<file path="src/rtl/hit_judge_if.sv">
// Signal bundle between the judge and its surroundings: player/shifter inputs and judgement outputs.
// The master drives the player and shifter inputs; the slave (the judge) drives the results.
interface hit_judge_if;
  logic        start;
  logic        finish;
  logic        red_button;
  logic        blue_button;
  logic        note_R_judge;
  logic        note_B_judge;
  logic [2:0]  offset;
  logic        delete;
  logic [1:0]  judge;
  logic        judge_vld;
  logic [15:0] score;
  logic [7:0]  combo;
  logic [7:0]  max_combo;
  logic        done;

  modport master (
    output start, finish, red_button, blue_button, note_R_judge, note_B_judge, offset,
    input  delete, judge, judge_vld, score, combo, max_combo, done
  );

  modport slave (
    input  start, finish, red_button, blue_button, note_R_judge, note_B_judge, offset,
    output delete, judge, judge_vld, score, combo, max_combo, done
  );
endinterface

</file>
<file path="src/rtl/hit_judge.sv">
// Judges debounced red/blue presses against the note at the judge column, pulses delete on a hit,
// and keeps score, combo and max combo for the current song.
module hit_judge #(
  parameter int unsigned DB_W      = 17,
  parameter int unsigned DB_CYCLES = 50000,
  parameter logic [2:0]  PERF_LO   = 3'd2,
  parameter logic [2:0]  PERF_HI   = 3'd4,
  parameter logic [15:0] PERF_PTS  = 16'd3,
  parameter logic [15:0] GOOD_PTS  = 16'd1
) (
  input logic        clk,
  input logic        rst,
  hit_judge_if.slave bus
);

  localparam logic [DB_W-1:0] DbLast = DB_W'(DB_CYCLES - 1);

  localparam logic [1:0] JNone = 2'd0;
  localparam logic [1:0] JPerf = 2'd1;
  localparam logic [1:0] JGood = 2'd2;
  localparam logic [1:0] JMiss = 2'd3;

  typedef enum logic [1:0] {StIdle, StPlay, StDone} state_e;

  // ---------------------------------------------------------------------------
  // Button conditioning: index 0 is red, index 1 is blue
  // ---------------------------------------------------------------------------
  logic [1:0]      btn_raw;
  logic [1:0]      meta_q, sync_q;
  logic [1:0]      db_q, db_d, db_dly_q;
  logic [DB_W-1:0] cnt_q [2];
  logic [DB_W-1:0] cnt_d [2];
  logic [1:0]      press;
  logic            press_r, press_b;

  assign btn_raw = {bus.blue_button, bus.red_button};

  // The counter runs only while the synchronized level disagrees with the accepted level.
  always_comb begin
    for (int i = 0; i < 2; i++) begin
      db_d[i]  = db_q[i];
      cnt_d[i] = '0;
      if (sync_q[i] != db_q[i]) begin
        if (cnt_q[i] == DbLast) begin
          db_d[i] = sync_q[i];
        end else begin
          cnt_d[i] = cnt_q[i] + DB_W'(1);
        end
      end
    end
  end

  always_ff @(posedge clk) begin
    if (rst) begin
      meta_q   <= '0;
      sync_q   <= '0;
      db_q     <= '0;
      db_dly_q <= '0;
      cnt_q[0] <= '0;
      cnt_q[1] <= '0;
    end else begin
      meta_q   <= btn_raw;
      sync_q   <= meta_q;
      db_q     <= db_d;
      db_dly_q <= db_q;
      cnt_q[0] <= cnt_d[0];
      cnt_q[1] <= cnt_d[1];
    end
  end

  assign press   = db_q & ~db_dly_q;
  assign press_r = press[0];
  assign press_b = press[1];

  // ---------------------------------------------------------------------------
  // Song FSM
  // ---------------------------------------------------------------------------
  state_e state_q, state_d;
  logic   play;
  logic   done;

  always_ff @(posedge clk) begin
    if (rst) begin
      state_q <= StIdle;
    end else begin
      state_q <= state_d;
    end
  end

  always_comb begin
    state_d = state_q;
    unique case (state_q)
      StIdle: if (bus.start) state_d = StPlay;
      StPlay: begin
        if (bus.start) begin
          state_d = StPlay;
        end else if (bus.finish) begin
          state_d = StDone;
        end
      end
      StDone: if (bus.start) state_d = StIdle;
      default: state_d = StIdle;
    endcase
  end

  always_comb begin
    play = (state_q == StPlay);
    done = (state_q == StDone);
  end

  // ---------------------------------------------------------------------------
  // Note tracking and judging
  // ---------------------------------------------------------------------------
  logic note_r, note_b, note_now;
  logic note_r_prev_q, note_b_prev_q;
  logic fall;
  logic eff_r, eff_b, eff_note;
  logic any_press, hit_ok, perfect, judging;

  // Both colours high is illegal; red wins.
  assign note_r   = bus.note_R_judge;
  assign note_b   = bus.note_B_judge & ~bus.note_R_judge;
  assign note_now = note_r | note_b;
  assign fall     = (note_r_prev_q | note_b_prev_q) & ~note_now;

  // On the fall cycle the departing note is still hittable.
  assign eff_r    = note_r | (fall & note_r_prev_q);
  assign eff_b    = note_b | (fall & note_b_prev_q);
  assign eff_note = eff_r | eff_b;

  assign any_press = press_r | press_b;
  assign hit_ok    = (press_r ^ press_b) & ((press_r & eff_r) | (press_b & eff_b));
  assign perfect   = (bus.offset >= PERF_LO) && (bus.offset <= PERF_HI);
  assign judging   = play & ~bus.finish;

  logic        consumed_q, consumed_d;
  logic [1:0]  judge_q, judge_d;
  logic        vld_q, vld_d;
  logic        delete_q, delete_d;
  logic [15:0] score_q, score_d;
  logic [7:0]  combo_q, combo_d;
  logic [7:0]  max_q, max_d;

  logic [15:0] hit_pts;
  logic [16:0] score_sum;
  logic [15:0] score_sat;
  logic [7:0]  combo_inc;

  assign hit_pts   = perfect ? PERF_PTS : GOOD_PTS;
  assign score_sum = {1'b0, score_q} + {1'b0, hit_pts};
  assign score_sat = score_sum[16] ? 16'hFFFF : score_sum[15:0];
  assign combo_inc = (combo_q == 8'hFF) ? combo_q : combo_q + 8'd1;

  always_comb begin
    judge_d    = JNone;
    vld_d      = 1'b0;
    delete_d   = 1'b0;
    consumed_d = consumed_q;
    score_d    = score_q;
    combo_d    = combo_q;
    max_d      = max_q;
    if (bus.start) begin
      consumed_d = 1'b0;
      score_d    = '0;
      combo_d    = '0;
      max_d      = '0;
    end else if (judging) begin
      if (any_press && eff_note && !consumed_q) begin
        vld_d      = 1'b1;
        // A note judged on its fall cycle is already gone, so the next note starts fresh.
        consumed_d = ~fall;
        if (hit_ok) begin
          judge_d  = perfect ? JPerf : JGood;
          delete_d = 1'b1;
          score_d  = score_sat;
          combo_d  = combo_inc;
          if (combo_inc > max_q) max_d = combo_inc;
        end else begin
          judge_d = JMiss;
          combo_d = '0;
        end
      end else if (fall) begin
        consumed_d = 1'b0;
        if (!consumed_q) begin
          vld_d   = 1'b1;
          judge_d = JMiss;
          combo_d = '0;
        end
      end
    end
  end

  always_ff @(posedge clk) begin
    if (rst) begin
      note_r_prev_q <= 1'b0;
      note_b_prev_q <= 1'b0;
      consumed_q    <= 1'b0;
      judge_q       <= JNone;
      vld_q         <= 1'b0;
      delete_q      <= 1'b0;
      score_q       <= '0;
      combo_q       <= '0;
      max_q         <= '0;
    end else begin
      note_r_prev_q <= note_r;
      note_b_prev_q <= note_b;
      consumed_q    <= consumed_d;
      judge_q       <= judge_d;
      vld_q         <= vld_d;
      delete_q      <= delete_d;
      score_q       <= score_d;
      combo_q       <= combo_d;
      max_q         <= max_d;
    end
  end

  assign bus.delete    = delete_q;
  assign bus.judge     = judge_q;
  assign bus.judge_vld = vld_q;
  assign bus.score     = score_q;
  assign bus.combo     = combo_q;
  assign bus.max_combo = max_q;
  assign bus.done      = done;

endmodule

</file>
<file path="src/flat_wrapper.sv">
// flat-port wrapper written by rule: the top's interface ports become plain ports
module hit_judge_flat 
#(
  parameter int unsigned DB_W      = 17,
  parameter int unsigned DB_CYCLES = 50000,
  parameter logic [2:0]  PERF_LO   = 3'd2,
  parameter logic [2:0]  PERF_HI   = 3'd4,
  parameter logic [15:0] PERF_PTS  = 16'd3,
  parameter logic [15:0] GOOD_PTS  = 16'd1
)
  (clk, rst, bus_start, bus_finish, bus_red_button, bus_blue_button, bus_note_R_judge, bus_note_B_judge, bus_offset, bus_delete, bus_judge, bus_judge_vld, bus_score, bus_combo, bus_max_combo, bus_done);
  hit_judge_if bus_i ();
  input logic clk;
  input logic rst;
  input wire logic [$bits(bus_i.start)-1:0] bus_start;
  input wire logic [$bits(bus_i.finish)-1:0] bus_finish;
  input wire logic [$bits(bus_i.red_button)-1:0] bus_red_button;
  input wire logic [$bits(bus_i.blue_button)-1:0] bus_blue_button;
  input wire logic [$bits(bus_i.note_R_judge)-1:0] bus_note_R_judge;
  input wire logic [$bits(bus_i.note_B_judge)-1:0] bus_note_B_judge;
  input wire logic [$bits(bus_i.offset)-1:0] bus_offset;
  output wire logic [$bits(bus_i.delete)-1:0] bus_delete;
  output wire logic [$bits(bus_i.judge)-1:0] bus_judge;
  output wire logic [$bits(bus_i.judge_vld)-1:0] bus_judge_vld;
  output wire logic [$bits(bus_i.score)-1:0] bus_score;
  output wire logic [$bits(bus_i.combo)-1:0] bus_combo;
  output wire logic [$bits(bus_i.max_combo)-1:0] bus_max_combo;
  output wire logic [$bits(bus_i.done)-1:0] bus_done;
  assign bus_i.start = bus_start;
  assign bus_i.finish = bus_finish;
  assign bus_i.red_button = bus_red_button;
  assign bus_i.blue_button = bus_blue_button;
  assign bus_i.note_R_judge = bus_note_R_judge;
  assign bus_i.note_B_judge = bus_note_B_judge;
  assign bus_i.offset = bus_offset;
  assign bus_delete = bus_i.delete;
  assign bus_judge = bus_i.judge;
  assign bus_judge_vld = bus_i.judge_vld;
  assign bus_score = bus_i.score;
  assign bus_combo = bus_i.combo;
  assign bus_max_combo = bus_i.max_combo;
  assign bus_done = bus_i.done;
  hit_judge #(.DB_W(DB_W), .DB_CYCLES(DB_CYCLES), .PERF_LO(PERF_LO), .PERF_HI(PERF_HI), .PERF_PTS(PERF_PTS), .GOOD_PTS(GOOD_PTS)) u_core (.clk(clk), .rst(rst), .bus(bus_i));
endmodule
</file>
<file path="config.mk">
export PLATFORM = sky130hd
export DESIGN_NAME = hit_judge_flat
export DESIGN_NICKNAME = d
export VERILOG_FILES = /design/src/rtl/hit_judge_if.sv /design/src/rtl/hit_judge.sv /design/src/flat_wrapper.sv
export SDC_FILE = /design/constraint.sdc
export NUM_CORES = 1
export LEC_CHECK = 0
export ABC_AREA = 0
export CELL_PAD_IN_SITES_DETAIL_PLACEMENT = 0
export CELL_PAD_IN_SITES_GLOBAL_PLACEMENT = 2
export CORE_MARGIN = 4
export CORE_UTILIZATION = 34
export DETAILED_ROUTE_END_ITERATION = 10
export GPL_TIMING_DRIVEN = 0
export PLACE_DENSITY = 0.9
export SYNTH_ARGS = -nofsm -noshare
export SYNTH_HDL_FRONTEND = slang
export SYNTH_SLANG_ARGS = --single-unit
</file>
<file path="constraint.sdc">
create_clock -name clk -period 4.2 [get_ports clk]
set_clock_uncertainty 0.1 [all_clocks]
set_input_delay 1.05 -clock clk [delete_from_list [all_inputs] [get_ports clk]]
set_output_delay 1.05 -clock clk [all_outputs]
set_load 0.02 [all_outputs]
</file>
### Zoomed window, run 1

Window x 76 to 96, y 76 to 96 µm. Cells in grey, sequential cells in the stronger grey; small squares are vias.
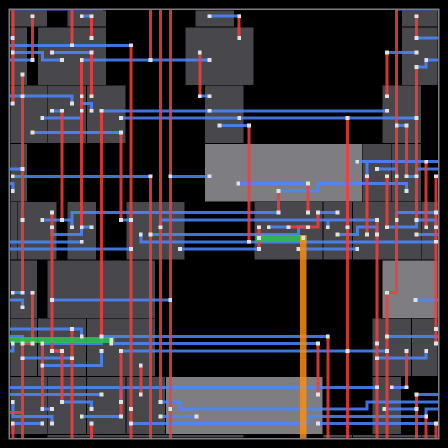
Key: red = met2; green = met3; blue = met1; orange = met4
Sequential cells in the window: 2. Netlist names of flops here include u_core.bus.score (2). 29 logic cells have their middle in the window. Most frequent: nor3_1 (6), xnor2_1 (5), nand2_1 (4).

### Clock nets, run 1

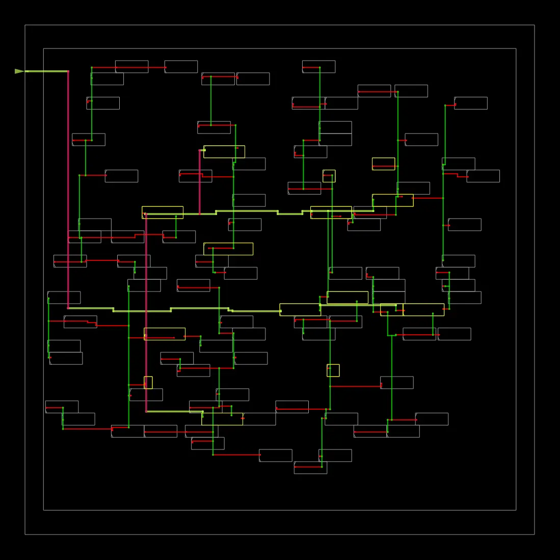
sequential cell count of the final layout: 83
clock buffer count: 11
clock network latency to the later pin of the worst-skew pair: 0.33 ns
CTS Sinks: 83
P_clk: 791 µW

==> reports/metrics.cfg, run 1 <==
[yosys]
synth_sequential_area_ratio=0.434
synthDistinctLibCells=50
common_cells=sky130_fd_sc_hd__dfxtp_1, sky130_fd_sc_hd__nor2_1, sky130_fd_sc_hd__nand2_1
post_synth_xor_area_fraction=0.0916
top_cell=sky130_fd_sc_hd__dfxtp_1
synth-adder-area-share=0.0478
flop_cell=sky130_fd_sc_hd__dfxtp_1
synthesis.yosys.warnings=0
async_flop_share=0
synth-seq-cells=83
cell_total_in_the_yosys_stat_output=436

[power_and_ir_drop]
net-switching-power_uw=329
largestPowerGroup=registers
pwr_density_cell_nw_per_um2=341
power_frac_comb=0.026
powerSeq_uw=794

[drt]
post_drt_via_cell_ratio=4.87
drtPass1Iterations=4
drc=0
drt-total-wl_um=8160

[clock_tree]
clock_tree_from_tritoncts=yes
cts_inserted_buffers=9
cts_hold_buffers=0
cts_max_level=3
clkTransAtPathRegs_ns=0.06

[sta]
max-slew-margin-rel=0.560
maxClockFrequency_ghz=0.281

[floorplan]
core.rowCount=38
die_area_um2=13000

[layout]
finish.instance_area_um2=4770
n_all_buffers=62
clk_share=0.0634
combGateArea_um2=2040
final_net_count=519
multiin_comb=322

[worst_setup_path]
cp_common_cell=sky130_fd_sc_hd__ha_1
critical_path_start=u_core.bus.combo[0]
chain_of_cells_forming_the_critical_path=ha_1 > and3_1 > clkbuf_1 > nand3_1 > mux2_2 > ha_1 > nor2b_1 > o211ai_1 > a21o_1 > a211oi_4 > mux2i_1 > nor2_1
r2r_slack_ns=0.64

[hold_path]
min_to=u_core.sync_q[0]
launch_point_of_the_worst_hold_path=u_core.meta_q[0]
min_delay_path_depth=1

[outcome]
run_status=complete, no violations

[global_routing]
grt_remaining_overflow=0
grt_usage=0.133
antenna_found_initial=0
grt_max_degree=14
first_global_vias=2963

[placement]
dpl-instance-area_um2=4470
place.port_buffers=47

### Metal layers overlaid, run 1

Scale: 4 px per µm. Two of the layers only.
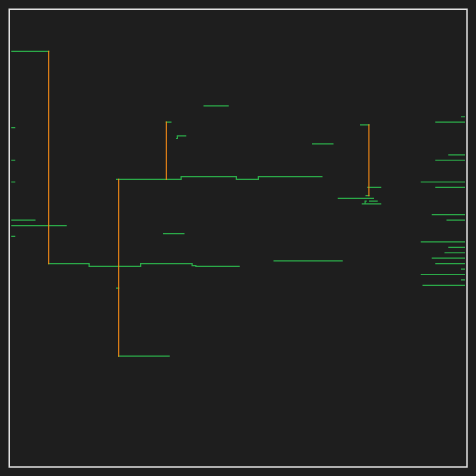
Key: orange = met4 [wire length 129 µm]; green = met3 [wire length 313 µm]
overall via count from detail_route: 3105
DR WL/cell: 12.8 µm

==> run 1: through the flow <==
stage / total power [mW] / utilization / hold slack [ns]
5_1_grt: 1.69 / 0.436 / 0.367
2_1_floorplan: 0.835 / - / 0.314
4_1_cts: 1.66 / 0.436 / 0.353
6_report: 1.63 / 0.436 / 0.349
3_3_place_gp: 0.854 / 0.409 / 0.328
3_5_place_dp: 0.855 / 0.409 / 0.338
==> run 1: worst max-delay path, delay by kind of cell, from the launching register on <==
kind                       cells  cell delay [ns]
muxes                          2             0.65
DFF                            1             0.45
and+or+nand+nor                4             0.64
buffers and inverters          1             0.26
AOI/OAI and AO/OA              3             0.81
adders and majority gates      2             0.55
==> run 1: metal layers <==
metal	wire, µm	up-vias
met5	0	-
met4	129	0
met3	312	9
met2	3690	53
met1	4030	1421
li1	-	1622
==> run 1 -> run 2 <==
==> constraint.sdc (replaced) <==
create_clock -name clk -period 3.4 [get_ports clk]
set_clock_uncertainty 0.1 [all_clocks]
set_input_delay 0.85 -clock clk [delete_from_list [all_inputs] [get_ports clk]]
set_output_delay 0.85 -clock clk [all_outputs]
set_load 0.02 [all_outputs]
### The metal 2 layer, run 2

Scale: 3 px per µm. Cells faint in the background.
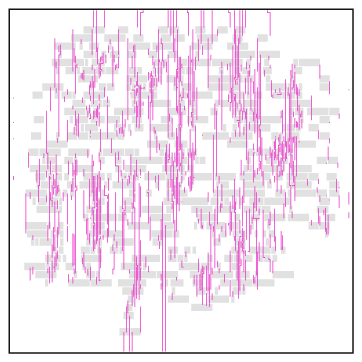
The wires run mostly vertical. The layer holds 45% of the routed length. The longest straight run is 49.8 µm.
met2 GRT Util: 0.211
Post-Route WL: 8150 µm
overall via count from detail_route: 3101

==> reports/metrics.cfg, run 2 <==
[layout]
numSequentialCells=83  ; unchanged
clk_share=0.0631  ; -0.000331
n_clock_buffer=11  ; unchanged
final_net_count=521  ; +0.39%
multiin_comb=322  ; unchanged

[worst_setup_path]
critical_path_start=u_core.bus.combo[0]
r2r_slack_ns=0.28  ; -0.36 ns
cp_common_cell=sky130_fd_sc_hd__ha_1
worst_path_dominant_cell_family=simple AND/OR/NAND/NOR gates
worstSetupPathDepth=12  ; unchanged
chain_of_cells_forming_the_critical_path=ha_1 > and3_2 > nand3_2 > mux2_2 > ha_1 > nor2b_1 > o211ai_1 > a21o_1 > a211oi_4 > buf_4 > mux2i_1 > nor2_1

[drt]
dr_wl_met3_um=299  ; -4.2%
drtPass1Iterations=4  ; unchanged
drc=0  ; unchanged
post_drt_via_cell_ratio=4.85  ; -0.44%
routedWlPerCell_um=12.7  ; -0.39%

[yosys]
cell_total_in_the_yosys_stat_output=436  ; unchanged
async_flop_share=0  ; unchanged
synthDistinctLibCells=50  ; unchanged
synth-seq-cells=83  ; unchanged

[global_routing]
grt_usage=0.133  ; unchanged
first_global_vias=2976  ; +0.44%
antenna_found_initial=0  ; unchanged
grt_remaining_overflow=0  ; unchanged

[clock_tree]
clkTransAtPathRegs_ns=0.06  ; about the same
cts_max_level=3  ; unchanged
insertion_delay_ns=0.33  ; about the same
cts_hold_buffers=0  ; unchanged
cts_inserted_buffers=9  ; unchanged
clock_tree_from_tritoncts=yes
cts.sink_count=83  ; unchanged

[placement]
place.port_buffers=47  ; unchanged

[hold_path]
min_delay_path_depth=1  ; unchanged
min_to=u_core.sync_q[0]
launch_point_of_the_worst_hold_path=u_core.meta_q[0]

[power_and_ir_drop]
pwr_density_cell_nw_per_um2=419  ; +23%
clock_net_power_uw=977  ; +24%
power_frac_comb=0.026  ; about the same

[outcome]
run_status=complete, no violations

[sta]
hold_ws_ns=0.349  ; unchanged
max-slew-margin-rel=0.556  ; -0.00335

[floorplan]
die_area_um2=13000  ; unchanged
core.rowCount=38  ; unchanged

-- run 2: stage by stage --
stage	instance area [µm²]	util	setup TNS [ns]
floorplan	3820	-	0
global placement	4470	0.409	-1.05
detailed placement	4470	0.409	-1.18
CTS	4800	0.439	0
global route	4800	0.439	0
finish	4800	0.439	0
-- run 2: what timing repair did --
action,CTS,global route
resized,0,2
pin swaps,1,0
hold endpoints to repair,0,0
endpoints found under the setup margin,8,8
buffers inserted,3,0
-- run 2: cells by family (layout without fill, tap and decap cells) --
group	Yosys count	in the layout	synth area share
adders and majority gates	14	14	0.0478
buffers and inverters	31	95	0.0314
AOI/OAI and AO/OA	60	60	0.104
muxes	12	12	0.0321
xor gates and xnor gates	40	40	0.0916
and+or+nand+nor	196	196	0.258
DFF	83	83	0.434
==> run 2 -> run 3 <==
--- a/config.mk
+++ b/config.mk
@@ -13,6 +13,7 @@
 export DETAILED_ROUTE_END_ITERATION = 10
 export GPL_TIMING_DRIVEN = 0
 export PLACE_DENSITY = 0.9
+export SLEW_MARGIN = 5
 export SYNTH_ARGS = -nofsm -noshare
 export SYNTH_HDL_FRONTEND = slang
 export SYNTH_SLANG_ARGS = --single-unit
### Port wiring, run 3

Scale: 3 px per µm.
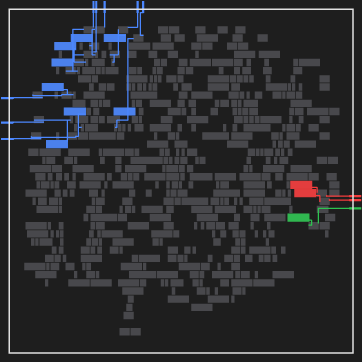
Key: blue = bus_max_combo [direction output, edge 5 top, 3 left, end cells 8, buffers 8, wire 240 µm]; green = bus_judge_vld [direction output, edge right, end cells 1, buffers 1, wire 19.3 µm]; red = bus_judge [direction output, edge right, end cells 2, buffers 2, wire 22.5 µm]
io pins: 48
IO Port Bufs: 47

==> reports/metrics.cfg, run 3 <==
[outcome]
run_status=complete, no violations

[floorplan]
core.rowCount=38  ; unchanged
die_area_um2=13000  ; unchanged

[drt]
post_drt_via_cell_ratio=4.85  ; unchanged
drc=0  ; unchanged
drt-total-wl_um=8150  ; unchanged
overall_via_count_from_detail_route=3101  ; unchanged

[worst_setup_path]
chain_of_cells_forming_the_critical_path=ha_1 > and3_2 > nand3_2 > mux2_2 > ha_1 > nor2b_1 > o211ai_1 > a21o_1 > a211oi_4 > buf_4 > mux2i_1 > nor2_1
cp_common_cell=sky130_fd_sc_hd__ha_1
r2r_slack_ns=0.28  ; about the same

[clock_tree]
cts_hold_buffers=0  ; unchanged
cts.sink_count=83  ; unchanged
clock_tree_from_tritoncts=yes

[hold_path]
launch_point_of_the_worst_hold_path=u_core.meta_q[0]
min_to=u_core.sync_q[0]

[layout]
n_clock_buffer=11  ; unchanged
numSequentialCells=83  ; unchanged

[yosys]
synth-seq-cells=83  ; unchanged
async_flop_share=0  ; unchanged

[power_and_ir_drop]
pwr_density_cell_nw_per_um2=419  ; unchanged

[global_routing]
first_global_vias=2976  ; unchanged
grt_remaining_overflow=0  ; unchanged
met2_grt_util=0.211  ; unchanged

[run 3: critical path: cells and delay by family (launching register included)]
kind,cells,cell delay (ns)
AND-OR/OR-AND,3,0.54
adder cells (fa/ha/maj),2,0.55
buffers and inverters,1,0.17
flip-flops,1,0.45
multiplexers,2,0.56
AND/OR/NAND/NOR,4,0.64
[run 3: kinds of logic after synthesis]
kind of cell             share of synthesized area
AND-OR/OR-AND                                0.104
buffers and inverters                       0.0314
XOR/XNOR                                    0.0916
adder cells (fa/ha/maj)                     0.0478
flip-flops                                   0.434
multiplexers                                0.0321
AND/OR/NAND/NOR                              0.258
[run 3: report_power, final]
group	total (mW)	switching (mW)	internal (mW)
sequential	0.981	0.00341	0.978
clock	0.977	0.374	0.603
combinational	0.0524	0.0287	0.0237
total	2.01	0.406	1.60
No activity file was given, so power comes from the tool's default toggle rates.
